Figure 1. Zoomed window.
Window x 8 to 38, y 0 to 30 um. Cells in gray, sequential cells in the stronger gray; small squares are vias.
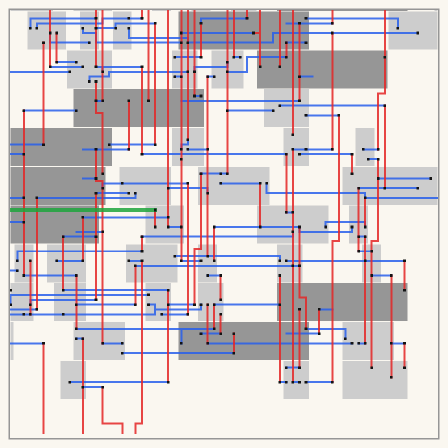
Figure 2. Routed clock nets over the placement.
Scale: 8 px per um.
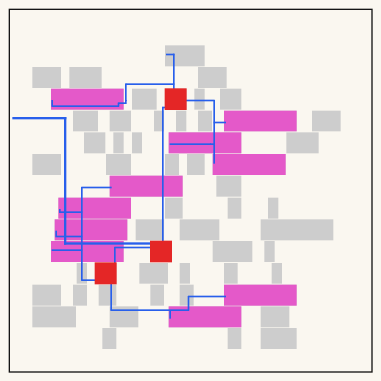
Figure 3. Routing congestion.
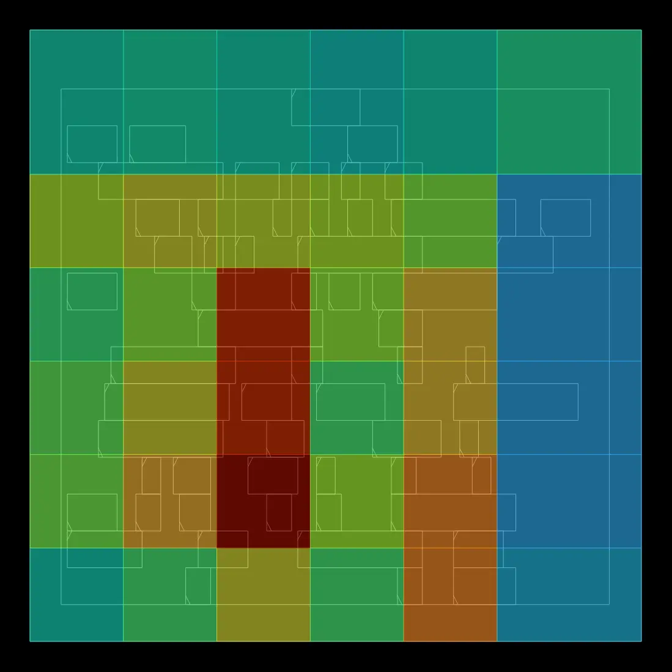
Figure 4. Logic cells by family.
Scale: 12 px per um.
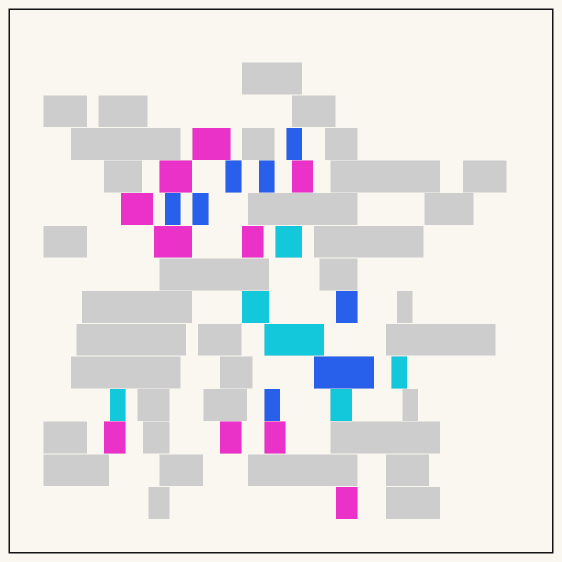
Design piso_serializer, sky130hd; sources not shown.
==> datasheet_impl.txt <==
Summary of implementation characteristics

Parameter                              Value

Yosys
  Number of flops mapped to enable cells by yosys    0
  Synth Area in XOR/XNOR    0.0185
  Most instantiated library cell after synthesis    sky130_fd_sc_hd__dfrtp_1
  Flip-flop cell with the highest count after synthesis    sky130_fd_sc_hd__dfrtp_1
  Area reported by Yosys stat    474 um^2

Outcome
  Status    complete, no violations

Setup path
  Sort of element at the start of the critical path    flop
  Worst Path Class, Setup    reg2out
  CP cell instances    clkdlybuf4s15_1
  Delay-heaviest family, CP    buffers and inverters
  Total buffers and inverters traversed by the critical path    1
  R2R Setup Slk    0.12 ns

Detailed routing
  Via count normalized by instance count    5.11

Final layout
  Number of nets in the finished design    69
  Storage cell area    approximately 250 um^2
  Leading cell category by total area    registers
  Area growth syn-to-layout    38.8%
  Fraction of area in clock buffers and inverters    0.0551
  Filler instances    183
  Share of final-layout standard cells stronger than drive strength 1    0.254

Pwr
  Combinational gate power    779 uW
  Highest ir drop seen on vdd    0.000791 V

STA
  Achievable clock frequency    0.741 GHz

Global routing
  Number of antenna violations at the first check in global routing    0

Die
  Chip Area    2040 um^2

Placement
  RePlAce Congestion    0.673

Run
  Number of maximum-capacitance constraint violations    0
Back to the opening pictures, Figure 1:
[green] metal 3
[red] metal 2
[blue] metal 1
sequential cells in the window: 8
most frequent: dfrtp_1 (8), a21oi_1 (4), nand2_1 (3)
cells with their middle in the window: 40

Back to the opening pictures, Figure 2:
[blue] clock wires | length: 162 um
[red] clock drivers | count: 3
[magenta] flip-flops | count: 10
routed clock nets: 4
Clock Power: 263 uW
worst clock skew: 0.000731 ns
share of total power in the clock network: 0.172
worst skew pair latency: 0.26 ns

Back to the opening pictures, Figure 3:
GR Util met1: 0.170
highest-utilization routing layer at the global route stage: met2
fraction of met3 tracks used by global routing: 0.0400

Back to the opening pictures, Figure 4:
[blue] NAND gates | cells: 8
[cyan] NOR gates | cells: 6
[magenta] inverting AOI/OAI gates | cells: 10
most frequent logic cell in the layout: sky130_fd_sc_hd__dfrtp_1
non-filler cells in the finished layout: 75
Comb area share: 0.342

No activity file was given, so power comes from the tool's default toggle rates.
